**src/rtl/ps2_kbd_rx_if.sv**
```systemverilog
// Key-event stream from the PS/2 receiver: show-ahead head entry with valid/ready.
interface ps2_kbd_rx_if;
  logic       ev_valid;
  logic       ev_ready;
  logic [7:0] ev_code;
  logic       ev_ext;
  logic       ev_break;
  logic       ev_hex_valid;
  logic [3:0] ev_hex;

  modport master (
    output ev_valid, ev_code, ev_ext, ev_break, ev_hex_valid, ev_hex,
    input  ev_ready
  );

  modport slave (
    input  ev_valid, ev_code, ev_ext, ev_break, ev_hex_valid, ev_hex,
    output ev_ready
  );
endinterface

```
**src/rtl/ps2_kbd_rx.sv**
```systemverilog
// PS/2 keyboard receiver: line conditioning, 11-bit framing, E0/F0 prefix folding,
// and an event FIFO with hex-digit decode of the head entry.
module ps2_kbd_rx #(
  parameter int unsigned FILTER_LEN     = 8,
  parameter int unsigned TIMEOUT_CYCLES = 100000,
  parameter int unsigned FIFO_DEPTH     = 8
) (
  input  logic          clk,
  input  logic          rst_n,
  input  logic          ps2_clk,
  input  logic          ps2_data,
  ps2_kbd_rx_if.master  ev,
  output logic          frame_err,
  output logic          overflow
);

  localparam int unsigned FCW = $clog2(FILTER_LEN);
  localparam int unsigned TCW = $clog2(TIMEOUT_CYCLES + 1);
  localparam int unsigned AW  = $clog2(FIFO_DEPTH);

  typedef enum logic [1:0] {S_IDLE, S_SHIFT, S_PARITY, S_STOP} state_t;

  // Index 0 is the keyboard clock, index 1 the keyboard data.
  logic [1:0]          raw;
  logic [1:0]          s1_q, s2_q, filt_q;
  logic [1:0][FCW-1:0] fcnt_q;
  logic                fclk_d_q;
  logic                strobe, clk_edge, sdat;

  assign raw = {ps2_data, ps2_clk};

  always_ff @(posedge clk or negedge rst_n) begin
    if (!rst_n) begin
      s1_q     <= '1;
      s2_q     <= '1;
      filt_q   <= '1;
      fcnt_q   <= '0;
      fclk_d_q <= 1'b1;
    end else begin
      s1_q     <= raw;
      s2_q     <= s1_q;
      fclk_d_q <= filt_q[0];
      for (int unsigned i = 0; i < 2; i++) begin
        if (s2_q[i] != filt_q[i]) begin
          if (fcnt_q[i] == FCW'(FILTER_LEN - 1)) begin
            filt_q[i] <= s2_q[i];
            fcnt_q[i] <= '0;
          end else begin
            fcnt_q[i] <= fcnt_q[i] + 1'b1;
          end
        end else begin
          fcnt_q[i] <= '0;
        end
      end
    end
  end

  assign strobe   = fclk_d_q & ~filt_q[0];
  assign clk_edge = fclk_d_q ^ filt_q[0];
  assign sdat     = filt_q[1];

  state_t         state_q;
  logic [2:0]     bitcnt_q;
  logic [7:0]     sr_q;
  logic           par_q;
  logic [TCW-1:0] tcnt_q;
  logic           byte_vld_q;
  logic [7:0]     byte_q;
  logic           ext_q, brk_q;
  logic           frame_err_q;
  logic           timeout;
  logic           is_prefix;
  logic           push;
  logic [9:0]     push_word;

  assign timeout = (state_q != S_IDLE) && !clk_edge &&
                   (tcnt_q == TCW'(TIMEOUT_CYCLES - 1));

  // Byte handling runs one cycle after the stop strobe; errors override flag updates.
  always_ff @(posedge clk or negedge rst_n) begin
    if (!rst_n) begin
      state_q     <= S_IDLE;
      bitcnt_q    <= '0;
      sr_q        <= '0;
      par_q       <= 1'b0;
      tcnt_q      <= '0;
      byte_vld_q  <= 1'b0;
      byte_q      <= '0;
      ext_q       <= 1'b0;
      brk_q       <= 1'b0;
      frame_err_q <= 1'b0;
    end else begin
      byte_vld_q  <= 1'b0;
      frame_err_q <= 1'b0;

      if (clk_edge) begin
        tcnt_q <= '0;
      end else if ((state_q != S_IDLE) && (tcnt_q != TCW'(TIMEOUT_CYCLES))) begin
        tcnt_q <= tcnt_q + 1'b1;
      end

      if (byte_vld_q) begin
        if (byte_q == 8'hE0) begin
          ext_q <= 1'b1;
        end else if (byte_q == 8'hF0) begin
          brk_q <= 1'b1;
        end else begin
          ext_q <= 1'b0;
          brk_q <= 1'b0;
        end
      end

      if (timeout) begin
        state_q     <= S_IDLE;
        frame_err_q <= 1'b1;
        ext_q       <= 1'b0;
        brk_q       <= 1'b0;
      end else if (strobe) begin
        case (state_q)
          S_IDLE: begin
            if (!sdat) begin
              state_q  <= S_SHIFT;
              bitcnt_q <= '0;
            end
          end
          S_SHIFT: begin
            sr_q     <= {sdat, sr_q[7:1]};
            bitcnt_q <= bitcnt_q + 1'b1;
            if (bitcnt_q == 3'd7) state_q <= S_PARITY;
          end
          S_PARITY: begin
            par_q   <= sdat;
            state_q <= S_STOP;
          end
          S_STOP: begin
            state_q <= S_IDLE;
            if (sdat && (^{sr_q, par_q})) begin
              byte_vld_q <= 1'b1;
              byte_q     <= sr_q;
            end else begin
              frame_err_q <= 1'b1;
              ext_q       <= 1'b0;
              brk_q       <= 1'b0;
            end
          end
          default: state_q <= S_IDLE;
        endcase
      end
    end
  end

  assign is_prefix = (byte_q == 8'hE0) || (byte_q == 8'hF0);
  assign push      = byte_vld_q & ~is_prefix;
  assign push_word = {ext_q, brk_q, byte_q};

  logic [9:0]  mem_q [FIFO_DEPTH];
  logic [AW:0] wr_q, rd_q, wr_d, rd_d;
  logic        empty, full, pop, do_push, ovf_d, overflow_q;
  logic [9:0]  head;

  assign empty   = (wr_q == rd_q);
  assign full    = (wr_q[AW] != rd_q[AW]) && (wr_q[AW-1:0] == rd_q[AW-1:0]);
  assign pop     = ~empty & ev.ev_ready;
  assign do_push = push & (~full | pop);
  assign ovf_d   = push & full & ~pop;
  assign wr_d    = do_push ? wr_q + 1'b1 : wr_q;
  assign rd_d    = pop ? rd_q + 1'b1 : rd_q;

  always_ff @(posedge clk or negedge rst_n) begin
    if (!rst_n) begin
      wr_q       <= '0;
      rd_q       <= '0;
      overflow_q <= 1'b0;
    end else begin
      wr_q       <= wr_d;
      rd_q       <= rd_d;
      overflow_q <= ovf_d;
    end
  end

  always_ff @(posedge clk) begin
    if (do_push) mem_q[wr_q[AW-1:0]] <= push_word;
  end

  assign head = mem_q[rd_q[AW-1:0]];

  logic       hex_ok;
  logic [3:0] hex_v;
  logic [7:0] code_o;
  logic       ext_o, brk_o;

  assign code_o = empty ? '0 : head[7:0];
  assign brk_o  = empty ? 1'b0 : head[8];
  assign ext_o  = empty ? 1'b0 : head[9];

  always_comb begin
    hex_ok = 1'b0;
    hex_v  = '0;
    if (!empty && !ext_o) begin
      hex_ok = 1'b1;
      case (code_o)
        8'h45: hex_v = 4'h0;
        8'h16: hex_v = 4'h1;
        8'h1E: hex_v = 4'h2;
        8'h26: hex_v = 4'h3;
        8'h25: hex_v = 4'h4;
        8'h2E: hex_v = 4'h5;
        8'h36: hex_v = 4'h6;
        8'h3D: hex_v = 4'h7;
        8'h3E: hex_v = 4'h8;
        8'h46: hex_v = 4'h9;
        8'h1C: hex_v = 4'hA;
        8'h32: hex_v = 4'hB;
        8'h21: hex_v = 4'hC;
        8'h23: hex_v = 4'hD;
        8'h24: hex_v = 4'hE;
        8'h2B: hex_v = 4'hF;
        default: hex_ok = 1'b0;
      endcase
    end
  end

  assign ev.ev_valid     = ~empty;
  assign ev.ev_code      = code_o;
  assign ev.ev_ext       = ext_o;
  assign ev.ev_break     = brk_o;
  assign ev.ev_hex_valid = hex_ok;
  assign ev.ev_hex       = hex_v;
  assign frame_err       = frame_err_q;
  assign overflow        = overflow_q;

endmodule
```
**src/flat_wrapper.sv**
```systemverilog
// flat-port wrapper written by rule: the top's interface ports become plain ports
module ps2_kbd_rx_flat 
#(
  parameter int unsigned FILTER_LEN     = 8,
  parameter int unsigned TIMEOUT_CYCLES = 100000,
  parameter int unsigned FIFO_DEPTH     = 8
)
  (clk, rst_n, ps2_clk, ps2_data, frame_err, overflow, ev_ev_valid, ev_ev_code, ev_ev_ext, ev_ev_break, ev_ev_hex_valid, ev_ev_hex, ev_ev_ready);
  ps2_kbd_rx_if ev_i ();
  input  logic clk;
  input  logic rst_n;
  input  logic ps2_clk;
  input  logic ps2_data;
  output logic frame_err;
  output logic overflow;
  output wire logic [$bits(ev_i.ev_valid)-1:0] ev_ev_valid;
  output wire logic [$bits(ev_i.ev_code)-1:0] ev_ev_code;
  output wire logic [$bits(ev_i.ev_ext)-1:0] ev_ev_ext;
  output wire logic [$bits(ev_i.ev_break)-1:0] ev_ev_break;
  output wire logic [$bits(ev_i.ev_hex_valid)-1:0] ev_ev_hex_valid;
  output wire logic [$bits(ev_i.ev_hex)-1:0] ev_ev_hex;
  input wire logic [$bits(ev_i.ev_ready)-1:0] ev_ev_ready;
  assign ev_ev_valid = ev_i.ev_valid;
  assign ev_ev_code = ev_i.ev_code;
  assign ev_ev_ext = ev_i.ev_ext;
  assign ev_ev_break = ev_i.ev_break;
  assign ev_ev_hex_valid = ev_i.ev_hex_valid;
  assign ev_ev_hex = ev_i.ev_hex;
  assign ev_i.ev_ready = ev_ev_ready;
  ps2_kbd_rx #(.FILTER_LEN(FILTER_LEN), .TIMEOUT_CYCLES(TIMEOUT_CYCLES), .FIFO_DEPTH(FIFO_DEPTH)) u_core (.clk(clk), .rst_n(rst_n), .ps2_clk(ps2_clk), .ps2_data(ps2_data), .ev(ev_i), .frame_err(frame_err), .overflow(overflow));
endmodule
```
**config.mk**
```make
export PLATFORM = sky130hd
export DESIGN_NAME = ps2_kbd_rx_flat
export DESIGN_NICKNAME = d
export VERILOG_FILES = /design/src/rtl/ps2_kbd_rx_if.sv /design/src/rtl/ps2_kbd_rx.sv /design/src/flat_wrapper.sv
export SDC_FILE = /design/constraint.sdc
export NUM_CORES = 1
export LEC_CHECK = 0
export CORE_MARGIN = 2
export CORE_UTILIZATION = 45
export DETAILED_ROUTE_END_ITERATION = 6
export MAX_ROUTING_LAYER = met4
export PLACE_DENSITY_LB_ADDON = 0.1
export SYNTH_ARGS = -nofsm -noshare
export SYNTH_HDL_FRONTEND = slang
export SYNTH_SLANG_ARGS = --single-unit
```
**constraint.sdc**
```tcl
create_clock -name clk -period 2.76 [get_ports clk]
set_clock_uncertainty 0.2 [all_clocks]
set_input_delay 0.414 -clock clk [delete_from_list [all_inputs] [get_ports clk]]
set_output_delay 0.414 -clock clk [all_outputs]
set_load 0.05 [all_outputs]
```
Figure 1. Routed clock nets over the placement.
Scale bar: 20 um.
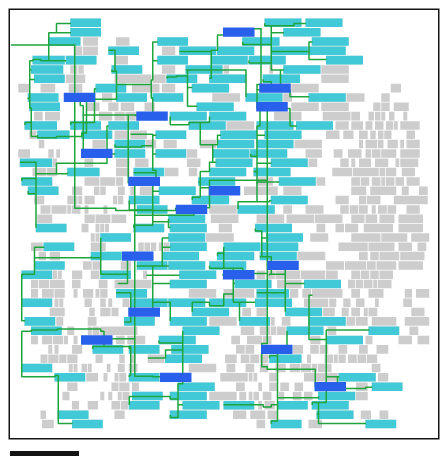
- clock drivers: blue (count 17)
- flip-flops: cyan (count 145)
- clock wires: green (length 1650 um)
- routed clock nets: 18
clock-net power: 2.47 mW
power share of the clock group: 44.0%
clock latency of the later-clocked register in the worst-skew pair: 0.42 ns

Figure 2. Clock nets.
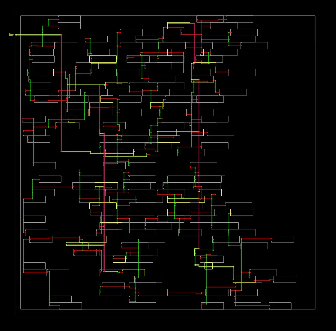
CTS Sinks: 145
clock buf count: 25
TritonCTS Buffers: 17
Flop Count: 145

Figure 3. Register map, names as in the netlist.
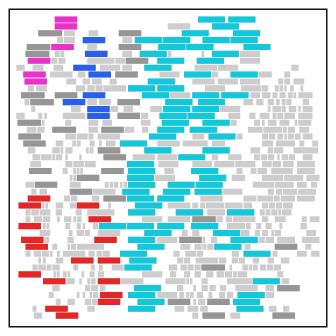
- `u_core.tcnt_q`: red (sequential cells 17; where south-west)
- `u_core.sr_q`: blue (sequential cells 8; where north-west)
- `u_core.fcnt_q`: magenta (sequential cells 6; where north-west)
- `u_core.mem_q`: cyan (sequential cells 80)
- not colored: 34
sequential group power: 2.50 mW
fin util: 60.7%

==> summary.txt <==
Summary of the current implementation state.

- In the floorplan report the effective utilization is 45.7%.
- The peak ir drop on the vdd network is 463 uV, for reference.
- The kind of capture point of the worst setup path is an output pin, for reference.
- The final reports fail on negative setup slack.
- The fraction of synthesized area in multiplexers is 12.9%, for reference.
- The logs give a warning total of 33.
- The number of antenna violations at the first check in global routing is 0, for reference.
- In this run the mean area of a mapped cell was 14.4 um2.
- The combinational family with the most area after synthesis is multiplexers, for reference.
- The worst hold slack after final layout is 0.159 ns, for reference.
- Post-CTS timing repair inserted 4 buffers for setup.
- The async set or reset register ratio after synthesis is 44.8%, for reference.
- Per the post-synthesis report, the nets total 475.
- The area reported by Yosys stat is 0.00656 mm2, for reference.
- Combinational cells consume a total of 0.649 mW.
- The post-CTS hold buffer count recorded in the log is 1.
- In the final timing run, aggregate negative setup slack is -5.24 ns.
- The final timing report lists a hold violation count of 0.
- The detail route stage leaves a number of antenna-violating nets equal to 0.
- In this run, post-CTS repair resized a total of 30 instances.
- The internal power of the cells totals 4.34 mW.
- The count of inserted antenna diode cells is 0, for reference.
- Among logic cells in the layout, the one with the most instances is sky130_fd_sc_hd__edfxtp_1.
- For reference, XOR and XNOR gates occupy 4.61% of the area reported after synthesis.
- The worst hold path was traced through 0 stages.
- The cell area after layout is 0.00872 mm2, for reference.
- The placement stage leaves a total instance area of 0.00763 mm2.
- According to the timing report, the critical path is captured at ev_ev_hex_valid.
- The pre-CTS setup slack is -0.538 ns, for reference.
- The power report puts the leakage power at 3.60 nW.
- The power density of the placed cells is 644 mW/mm2, for reference.
- The flow reports that sequential cells draw 44.5% of the design power.
- In the log, the iteration count for the first detailed-route pass is 4.
- In this run, synthesis produced a sequential element count of 145.
- The count of pins over their slew limit is 0, for reference.
- The fraction of final layout cells sized beyond drive strength 1 is 38.8%, for reference.
- For reference, compound AND-OR and OR-AND cells occupy 4.48% of the area reported after synthesis.
- TritonCTS built the clock tree.
- Setup repair after global routing could not meet its margin everywhere.
- The count of synthesis-stage warnings from yosys is 0, for reference.
- The run finished, with violations left.
- The synthesized netlist was found by Yosys to have 455 cells.
- The final power report lists total power as 5.61 mW.
- The critical path required time is 2.15 ns, for reference.
- After the flow finishes, the layout carries non-filler instances totaling 762.
- At the pin with the least slew margin, the transition time is 0.676 ns.
- The number of vias per cell is 5.37, for reference.
- In the layout the commonest cells are sky130_fd_sc_hd__edfxtp_1 (80), sky130_fd_sc_hd__buf_4 (73), sky130_fd_sc_hd__dfrtp_1 (56), sky130_fd_sc_hd__nand2_1 (26), sky130_fd_sc_hd__xnor2_1 (24).
- The worst hold path startpoint is u_core.s1_q[1], for reference.
- Per the finish-stage timing summary, setup violations number 12.
- STA lists the endpoint of the worst register-to-register path as u_core.byte_q[3].
- The core region is 0.0144 mm2.
- The switching power summed over all nets is 1.27 mW, for reference.
- Per the synthesis report, the number of distinct cell types is 60.
- In this run the critical path is formed by buf_12 > buf_4 > mux4_2 > mux2_4 > a31o_4 > buf_4 > nor2_2 > a31oi_2 > a41oi_4 > buf_12.
- Of all power groups, the one with the highest power is registers.
- The register with the most flip-flops in the layout has 80 of them.
- The share of the synthesized area in the top cell type is 36.6%, for reference.
- The worst reg-to-reg path cell count is 6, for reference.
- The largest buffer count on any clock path is 2, for reference.
- The register area share after synthesis is 61.5%, for reference.
- The launch point of the critical path was reported as u_core.rd_q[0].
- The die covers 0.0156 mm2.
- Per the synthesis report, the simple-gate share of the synthesized area is 11.6%.
- The switching power as a share of total power is 22.6%, for reference.
- On the reported timing paths, the clock transition at the registers reads 0.06 ns.
- The number of standard cells after synthesis is 455, for reference.
- Per the slew report, the remaining headroom to the max-slew limit stands at 54.9%.
- In this build the clock could be raised as far as 280 MHz.
- The layout-stage area growth over the synthesis result is 32.8%, for reference.
- The via count of the first global-routing pass is 4229, for reference.
- The type recorded for the worst min-delay path is reg -> reg.
- The slowest cell on the critical path is sky130_fd_sc_hd__mux4_2, for reference.
- The row count is 44, for reference.
- The synthesis run shows the most used standard cells to be sky130_fd_sc_hd__edfxtp_1 (80), sky130_fd_sc_hd__dfrtp_1 (58), sky130_fd_sc_hd__mux2_2 (26), sky130_fd_sc_hd__nand2_1 (26), sky130_fd_sc_hd__xnor2_1 (25).
- Including well taps, the total number of placed cells is 721.
- Of the available clock period, the critical path in the final layout requires 129%.
- The commonest register cell after synthesis is sky130_fd_sc_hd__edfxtp_1, for reference.
- At the end of routability-driven placement, the weighted congestion stood at 0.795.
- The biggest cell delay along the critical path is 0.49 ns, for reference.
- Of the total power, combinational logic draws 11.6%.
- CTS placed an instance of sky130_fd_sc_hd__clkbuf_16 at the clock tree root.
- Summed over all layers, the global routing overflow is 0.
- Of all cell types, the one taking the most synthesized area is sky130_fd_sc_hd__edfxtp_1.
- The flop-to-flop setup slack is 0.25 ns, for reference.
- STA classifies the critical path startpoint as a register.
- The mapped netlist covers 0.00656 mm2.
- The total number of H-tree levels is 4, for reference.
- The synthesized design contains 80 enable-type register cells.
- The path with the worst hold slack has its endpoint at u_core.s2_q[1].
- The report counts max-capacitance violations totalling 0.
- The routed design could run at a clock period as short as 3.57 ns.
- The data arrival time reported for the critical path is 2.95 ns.
- The first routing iteration left 152 violations.
- STA lists the maximum fanout along the critical path as 5.
- The launch point of the worst register-to-register path is recorded as u_core.filt_q[0].
- The adder and majority gate portion of the synthesized area is 2.86%, for reference.
- According to the I/O placement log, the pin count is 23.
- The first global-routing pass estimated 22300 um of wire.
- Yosys attributes the largest share of cell area to sky130_fd_sc_hd__edfxtp_1 (37%), sky130_fd_sc_hd__dfrtp_1 (22%), sky130_fd_sc_hd__mux4_2 (5.8%).
- The final critical-path setup slack is -0.807 ns, for reference.
- In the routed design, unresolved DRC markers number 0.
- Among all cell types in the netlist, the one instantiated most often is sky130_fd_sc_hd__edfxtp_1.
- After legalization and detailed placement, the total HPWL measured 9310 um.
- The type of the worst setup path is reg -> out, for reference.
- Entering global routing, the biggest net connects 31 pins.
- The finished design was reported to have a net count of 585.
Figure 4. Routed metal, one color a layer.
Scale bar: 20 um.
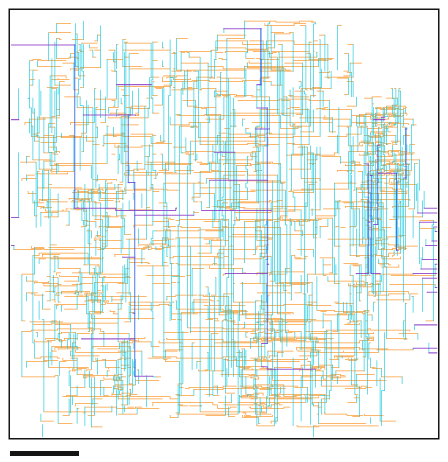
- metal 3: purple (wire length 293 um)
- metal 4: blue (wire length 329 um)
- metal 1: orange (wire length 5900 um)
- metal 2: cyan (wire length 7160 um)
average wire per standard cell: 17.9 um
total routed wirelength: 13700 um
via count of the routed design: 4094
total routing resource utilization after global routing: 19.0%

Figure 5. Pin map.
Pins as bars across the die edge, other pins in gray.
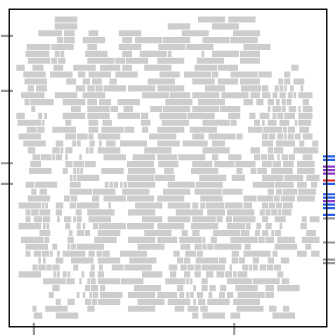
- `ev_ev_code`: blue (pins 8; direction output; edge east)
- `ev_ev_hex`: purple (pins 4; direction output; edge east)
- `ev_ev_hex_valid`: red (pins 1; direction output; edge east)
- all pins by edge: 17 east, 4 west, 2 south
count of port buffers added during placement: 22
die x size: 125 um
Die Height: 125 um

[layer usage]
layer	part of all wire [%]	track usage (%)	vias up
met5	0	-	-
met4	2.4	7.60	0
met3	2.1	3.14	28
met2	52	32.7	63
met1	43	22.4	2072
li1	-	-	1931
[critical path: cells and delay by family, from the launching register on]
kind            cells  cell delay [ns]
mux                 2             0.77
simple gates        1             0.15
flops               1             0.41
compound gates      3             0.63
buf+inv             4             0.56
[cell type report]
| type | instances | area, um2 |
|---|---|---|
| Multi-Input combinational cell | 283 | 2740 |
| Timing Repair Buffer | 105 | 1000 |
| Sequential cell | 145 | 4040 |
| Clock inverter | 7 | 118 |
| Inverter | 13 | 51.3 |
| Fill cell | 1142 | 5650 |
| Tap cell | 184 | 230 |
| Clock buffer | 25 | 538 |
No activity file was given, so power comes from the tool's default toggle rates.
